`src/rtl/reg_wb_arbiter.sv`:
```
// Register-file write-port arbiter. ALU has priority; a load is forced through after STARVE_MAX losses.
// One cycle from accept to rf_wr_en. Optional macro WB_BYPASS_EN adds fwdA_data/fwdB_data.
module reg_wb_arbiter #(
    parameter int PW         = 3,
    parameter int STARVE_MAX = 3
) (
    input  logic          clk,
    input  logic          reset,

    input  logic          alu_valid,
    output logic          alu_ready,
    input  logic [PW-1:0] alu_addr,
    input  logic [7:0]    alu_data,
    input  logic          alu_zero,
    input  logic          alu_ngtv,
    input  logic          alu_scry,

    input  logic          ld_valid,
    output logic          ld_ready,
    input  logic [PW-1:0] ld_addr,
    input  logic [7:0]    ld_data,

    output logic          rf_wr_en,
    output logic [PW-1:0] rf_wr_addr,
    output logic [7:0]    rf_dat_in,
    output logic          rf_zero,
    output logic          rf_ngtv,
    output logic          rf_scry,

    input  logic [PW-1:0] rd_addrA,
    input  logic [PW-1:0] rd_addrB,
    output logic          hazA,
    output logic          hazB,

    output logic [3:0]    starve_cnt
`ifdef WB_BYPASS_EN
    ,
    output logic [7:0]    fwdA_data,
    output logic [7:0]    fwdB_data
`endif
);

    localparam logic [3:0] LP_STARVE_MAX = 4'(STARVE_MAX);

    logic          w_starve_force;
    logic          w_alu_acc;
    logic          w_ld_acc;

    logic          r_wr_en;
    logic [PW-1:0] r_wr_addr;
    logic [7:0]    r_dat;
    logic [2:0]    r_flags;     // {zero, ngtv, scry}
    logic [2:0]    r_shadow;    // last ALU flags, replayed on load writes
    logic [3:0]    r_starve_cnt;

    assign w_starve_force = (r_starve_cnt == LP_STARVE_MAX);

    assign alu_ready = !reset && !(ld_valid && w_starve_force);
    assign ld_ready  = !reset && (!alu_valid || w_starve_force);

    assign w_alu_acc = alu_valid && alu_ready;
    assign w_ld_acc  = ld_valid && ld_ready;

    always_ff @(posedge clk) begin
        if (reset) begin
            r_wr_en      <= 1'b0;
            r_wr_addr    <= '0;
            r_dat        <= '0;
            r_flags      <= '0;
            r_shadow     <= '0;
            r_starve_cnt <= '0;
        end else begin
            if (w_alu_acc) begin
                r_wr_en   <= 1'b1;
                r_wr_addr <= alu_addr;
                r_dat     <= alu_data;
                r_flags   <= {alu_zero, alu_ngtv, alu_scry};
                r_shadow  <= {alu_zero, alu_ngtv, alu_scry};
            end else if (w_ld_acc) begin
                r_wr_en   <= 1'b1;
                r_wr_addr <= ld_addr;
                r_dat     <= ld_data;
                r_flags   <= r_shadow;
            end else begin
                r_wr_en   <= 1'b0;
            end

            if (w_ld_acc || !ld_valid) begin
                r_starve_cnt <= '0;
            end else if (w_alu_acc && (r_starve_cnt != LP_STARVE_MAX)) begin
                r_starve_cnt <= r_starve_cnt + 4'd1;
            end
        end
    end

    // Gated by reset so a write staged just before reset never reaches the
    // register file while its reset clear is in progress.
    assign rf_wr_en   = r_wr_en && !reset;
    assign rf_wr_addr = r_wr_addr;
    assign rf_dat_in  = r_dat;
    assign rf_zero    = r_flags[2];
    assign rf_ngtv    = r_flags[1];
    assign rf_scry    = r_flags[0];
    assign starve_cnt = r_starve_cnt;

    assign hazA = rf_wr_en && (rd_addrA == rf_wr_addr);
    assign hazB = rf_wr_en && (rd_addrB == rf_wr_addr);

`ifdef WB_BYPASS_EN
    assign fwdA_data = hazA ? rf_dat_in : 8'h00;
    assign fwdB_data = hazB ? rf_dat_in : 8'h00;
`endif

endmodule

```
`config.mk`:
```
export PLATFORM = sky130hd
export DESIGN_NAME = reg_wb_arbiter
export DESIGN_NICKNAME = d
export VERILOG_FILES = /design/src/rtl/reg_wb_arbiter.sv
export SDC_FILE = /design/constraint.sdc
export NUM_CORES = 1
export LEC_CHECK = 0
export ABC_AREA = 1
export CAP_MARGIN = 10
export CORE_ASPECT_RATIO = 0.5
export CORE_UTILIZATION = 40
export DETAILED_ROUTE_END_ITERATION = 10
export PLACE_DENSITY = 0.8
export SLEW_MARGIN = 20
export SYNTH_ARGS = -nofsm -noshare
export SYNTH_HDL_FRONTEND = slang
export SYNTH_SLANG_ARGS = --single-unit
```
`constraint.sdc`:
```
create_clock -name clk -period 1.52 [get_ports clk]
set_input_delay 0.304 -clock clk [delete_from_list [all_inputs] [get_ports clk]]
set_output_delay 0.304 -clock clk [all_outputs]
set_load 0.005 [all_outputs]
```
### Clock wiring as the flow saved it, run 1

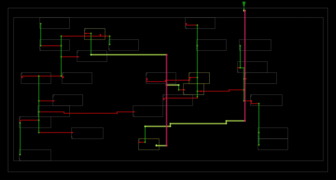
number of buffers created by CTS: 3
final setup skew: 0.002265 ns
flip-flops: 22
Clock Latency Late Sink: 0.27 ns
Sinks on Clock Net: 22

### Routed clock nets over the placement, run 1

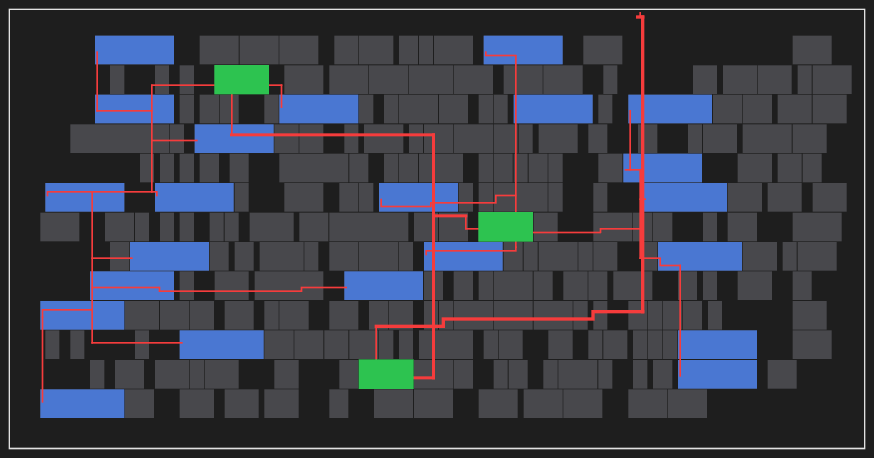
Blue stands for flip-flops, count 22. Red stands for clock wires, length 314 um. Green stands for cells driving clock nets, count 3.
There are 4 routed clock nets.
power in the clock group: 0.429 mW
clock network fraction of design power: 30.8%

### Placement by cell class, run 1

The bar under the picture is 20 um long.
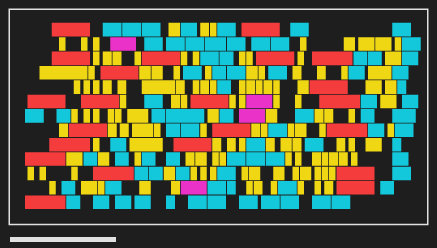
Magenta stands for clock drivers and dummy loads, cells 4, share of their area 2.9%. Cyan stands for other buffers and delay cells, cells 79, share of their area 37%. Yellow stands for all other logic, cells 133, share of their area 36%. Red stands for flops, cells 22, share of their area 23%.
area of the core: 2700 sq um
Util after Layout: 72.71%
share of the final layout cell area in sequential cells: 22.88%
final cell area excluding filler cells: 1963 sq um

==> flow_metrics.rpt, run 1 <==
IMPLEMENTATION SUMMARY REPORT
----------------------------------------------------
[Status]
  Outcome ........................ finished, final reports clean

[Setup path]
  CP endpoint kind ........................ primary output
  Critical path start-end classification ........................ reg2out
  List of cells traversed by the critical path ........................ xor2_1 -> nor4_2 -> buf_2
  Critical path buffers and inverters ........................ 1
  CP Depth ........................ 3

[Finish]
  Most frequently placed logic cells in the final layout ........................ sky130_fd_sc_hd__clkdlybuf4s50_1, sky130_fd_sc_hd__nand2_1, sky130_fd_sc_hd__inv_1
  Total of fill cells in the finished design ........................ roughly 230
  Count of inserted antenna diode cells ........................ 0
  Non-filler instance count after layout ........................ 275
  Biggest Area Class ........................ buffers

[Yosys]
  Yosys top cell by instances ........................ sky130_fd_sc_hd__nand2_1
  Dominant cell area share ........................ 37.29%
  Fraction of synthesized area in multiplexers ........................ 0%
  Commonest register cell after synthesis ........................ sky130_fd_sc_hd__dfxtp_1
  Synth Area in Simple Gates ........................ ~34%
  Post-synthesis share of cell area spent on xor and xnor gates ........................ 5.932%
  Ranking of synthesized cells by area ........................ sky130_fd_sc_hd__dfxtp_1, sky130_fd_sc_hd__nand2_1, sky130_fd_sc_hd__inv_1

[Clock network]
  Max H-tree Level ........................ 1
  Register clock-pin slew on the reported worst setup and hold paths ........................ approximately 0.080 ns
  Count of hold buffers inserted by post-cts repair ........................ 0
  Maximum clock path buffer count ........................ 2
  Clk Tree Root Cell ........................ sky130_fd_sc_hd__clkbuf_8
  Total setup buffers inserted after CTS ........................ 3

[Detailed routing]
  Aggregate routed wire length ........................ 3.414 mm
  Detailed-router iteration count before antenna repair ........................ 4
  Vias per Instance ........................ 4.793
  Number of remaining DRC errors ........................ 0
  Routed wl met2 ........................ 1.752 mm
  Routed length on met3 ........................ 157 um
  Routed wire per std cell ........................ 12.41 um
  Number of DRC violations after detailed-routing iteration 0 ........................ 37

[Floorplanning]
  Starting utilization of the core area ........................ 43.74%

[GRT]
  Initial antenna violation count ........................ 0
  First-pass GRT wire length ........................ around 5.1 mm
  Total global-route track usage ........................ 22.62%
  Met1 track demand over resource ........................ 24.20%
  GRT overflow ........................ 0
  Grt peak-use layer ........................ met2
  Via count of the first global-routing pass ........................ 1,105

[STA]
  Tightest slew margin relative to the limit ........................ about 85%
  Tmin final ........................ 1.498 ns
  Period utilisation layout ........................ a little over nine tenths
  Slew at the pin closest to its max-slew limit ........................ 0.2212 ns
  Sum of negative setup slack ........................ 0 ns
  Worst slack on hold paths ........................ between 0.4 and 0.5 ns
  Setup repair after global routing missed its margin ........................ true

[Power and ir drop]
  Power dissipated in sequential cells ........................ 0.628 mW
  Total power consumption of the routed design ........................ ~1.4 mW
  Reported net switching power ........................ 0.3552 mW
  LEAKAGE ........................ 0.9696 nW
  Share of total power consumed by net switching ........................ 25.51%
  Power consumed by combinational cells ........................ 0.336 mW
  Combinational cell fraction of total power ........................ 24.1%

[Worst hold path]
  Cell count of the worst hold path ........................ 2

[Placed design]
  Detail Placement HPWL ........................ 2.388 mm
  Number of port buffers ........................ about 57
  Worst setup slack before clock tree synthesis ........................ -0.6060 ns

[Flow run]
  Count of warning messages emitted by the tools ........................ 28

----------------------------------------------------
[run 1: path summary, 6_finish.rpt]
| path | startpoint | to | slack (ns) |
|---|---|---|---|
| min reg2reg | rf_dat_in[6]$_SDFFE_PP0P_ | rf_dat_in[6]$_SDFFE_PP0P_ | 0.47 |
| min | rf_dat_in[6]$_SDFFE_PP0P_ | rf_dat_in[6]$_SDFFE_PP0P_ | 0.47 |
| max reg2reg | starve_cnt[1]$_SDFFE_PP0P_ | rf_dat_in[2]$_SDFFE_PP0P_ | 0.13 |
| max | rf_wr_addr[0]$_SDFFE_PP0P_ | hazA | 0.02 |
[run 1: tightest hold or removal path, delay by kind of cell, from the launching register on]
kind,cells,cell delay [ns]
and+or+nand+nor,1,0.06
DFF,1,0.31
AOI/OAI and AO/OA,1,0.05
### I/O pins on the die edge, run 1

Pins as bars across the die edge, other pins in gray.
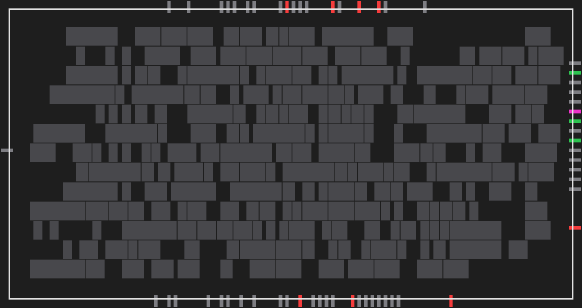

==> inputs of run 2 (changes only) <==
==> constraint.sdc (replaced) <==
create_clock -name clk -period 1.52 [get_ports clk]
set_input_delay 0.304 -clock clk [delete_from_list [all_inputs] [get_ports clk]]
set_output_delay 0.304 -clock clk [all_outputs]
set_load 0.1 [all_outputs]
### I/O pins on the die edge, run 2

Pins as bars across the die edge, other pins in gray.
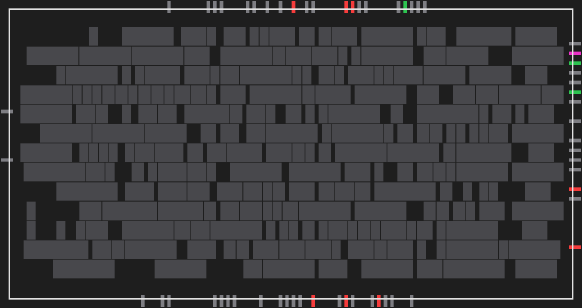
Magenta stands for hazB, pins 1, direction output, edge east. Red stands for rf_dat_in, pins 8, direction output, edge 3 north, 3 south, 2 east. Green stands for rd_addrA, pins 3, direction input, edge 2 east, 1 north.
number of port buffers: 57
die y size: 40.43 um
chip width: 78.85 um

==> run 2 against run 1 <==
  * The flow now finishes with violations (setup timing)
  * Flip-flop count unchanged
  * Utilization increased by 13 points
  * Via count increased by 6.3%
  * Clock-buffer cell count decreased by 1
  * Die area unchanged
  * Sequential share of layout area decreased by 2.9 points
  * Sequential power increased by 2%
  * Global-route usage increased by 4.2 points
  * Critical path depth unchanged
  * Critical path type unchanged
  * Critical endpoint unchanged
  * Highest routed layer unchanged
==> flow_metrics.rpt, run 2 <==
IMPLEMENTATION SUMMARY REPORT
----------------------------------------------------
[Status]
  Outcome ........................ complete, but fails checks
  Violated checks ........................ setup timing

[Setup path]
  Capture point of the worst path ........................ hazA
  Capture instance of the worst register-to-register path ........................ rf_dat_in[0]$_SDFFE_PP0P_
  Critical path start-end classification ........................ reg2out
  Critical path buffers and inverters ........................ 1
  List of cells traversed by the critical path ........................ xor2_2 -> nor4_4 -> buf_12
  CP endpoint kind ........................ primary output

[STA]
  Setup repair after global routing missed its margin ........................ true
  Period utilisation layout ........................ 106.8%
  Final tally of setup violations ........................ 3
  Slew at the pin closest to its max-slew limit ........................ 0.2554 ns
  Tightest slew margin relative to the limit ........................ 82.84%
  Setup slack after layout ........................ -0.1028 ns

[Worst hold path]
  Hold Crit Start ........................ r_shadow[0]$_SDFFE_PP0P_
  Cell count of the worst hold path ........................ 2

[Finish]
  Final cell area excluding filler cells ........................ 2326 sq um
  Count of inserted antenna diode cells ........................ 0
  Biggest Area Class ........................ buffers
  Flip-flops ........................ 22
  Total of fill cells in the finished design ........................ 147
  Util after Layout ........................ 86.14%
  Most frequently placed logic cells in the final layout ........................ sky130_fd_sc_hd__inv_1, sky130_fd_sc_hd__nand2_1, sky130_fd_sc_hd__clkdlybuf4s50_1

[Yosys]
  Dominant cell area share ........................ 37.29%
  Yosys top cell by instances ........................ sky130_fd_sc_hd__nand2_1
  Ranking of synthesized cells by area ........................ sky130_fd_sc_hd__dfxtp_1, sky130_fd_sc_hd__nand2_1, sky130_fd_sc_hd__inv_1

[Floorplanning]
  Starting utilization of the core area ........................ 43.74%
  Area of the core ........................ 2700 sq um

[Power and ir drop]
  Total power consumption of the routed design ........................ 1.671 mW

[Detailed routing]
  Routed wire per std cell ........................ 14.30 um
  Routed wl met2 ........................ 2.065 mm
  Detailed-router iteration count before antenna repair ........................ 4
  Number of DRC violations after detailed-routing iteration 0 ........................ 74
  Routed length on met3 ........................ 238 um
  Aggregate routed wire length ........................ 3.919 mm

[Flow run]
  Count of warning messages emitted by the tools ........................ 29

[Clock network]
  Max H-tree Level ........................ 1
  Number of buffers created by CTS ........................ 3
  Sinks on Clock Net ........................ 22
  Register clock-pin slew on the reported worst setup and hold paths ........................ 0.07 ns
  Maximum clock path buffer count ........................ 2
  Clk Tree Root Cell ........................ sky130_fd_sc_hd__clkbuf_8

[GRT]
  Met1 track demand over resource ........................ 28.61%
  Initial antenna violation count ........................ 0
  Grt peak-use layer ........................ met2
  Via count of the first global-routing pass ........................ 1,337

----------------------------------------------------
## run 2: netlist changes by cell type in the layout (fill, tap and decap cells not counted), sizes merged
cell / change
clkdlybuf4s50: -14
buf: +21
clkinvlp: +1
dlymetal6s2s: -1
clkbuf: -3
inv: -1
dlygate4sd2: -4
## run 2: cell families (layout without fill, tap and decap cells)
logic type | Yosys count | in the layout | share of synthesized area (%)
and+or+nand+nor | 78 | 78 | 33.79
DFF | 22 | 22 | 37.29
buffers and inverters | 40 | 113 | 15.57
AOI/OAI and AO/OA | 15 | 15 | 6.356
adders and majority gates | 1 | 1 | 1.059
xor gates and xnor gates | 8 | 8 | 5.932
## run 2: power breakdown
part	leakage (nW)	switching, mW	internal (mW)
Clock	0.0216	0.174	0.177
Combinational	0.837	0.401	0.281
Sequential	0.186	0.0355	0.603
Power figures rest on the tool's default switching activity, not on a simulated workload.
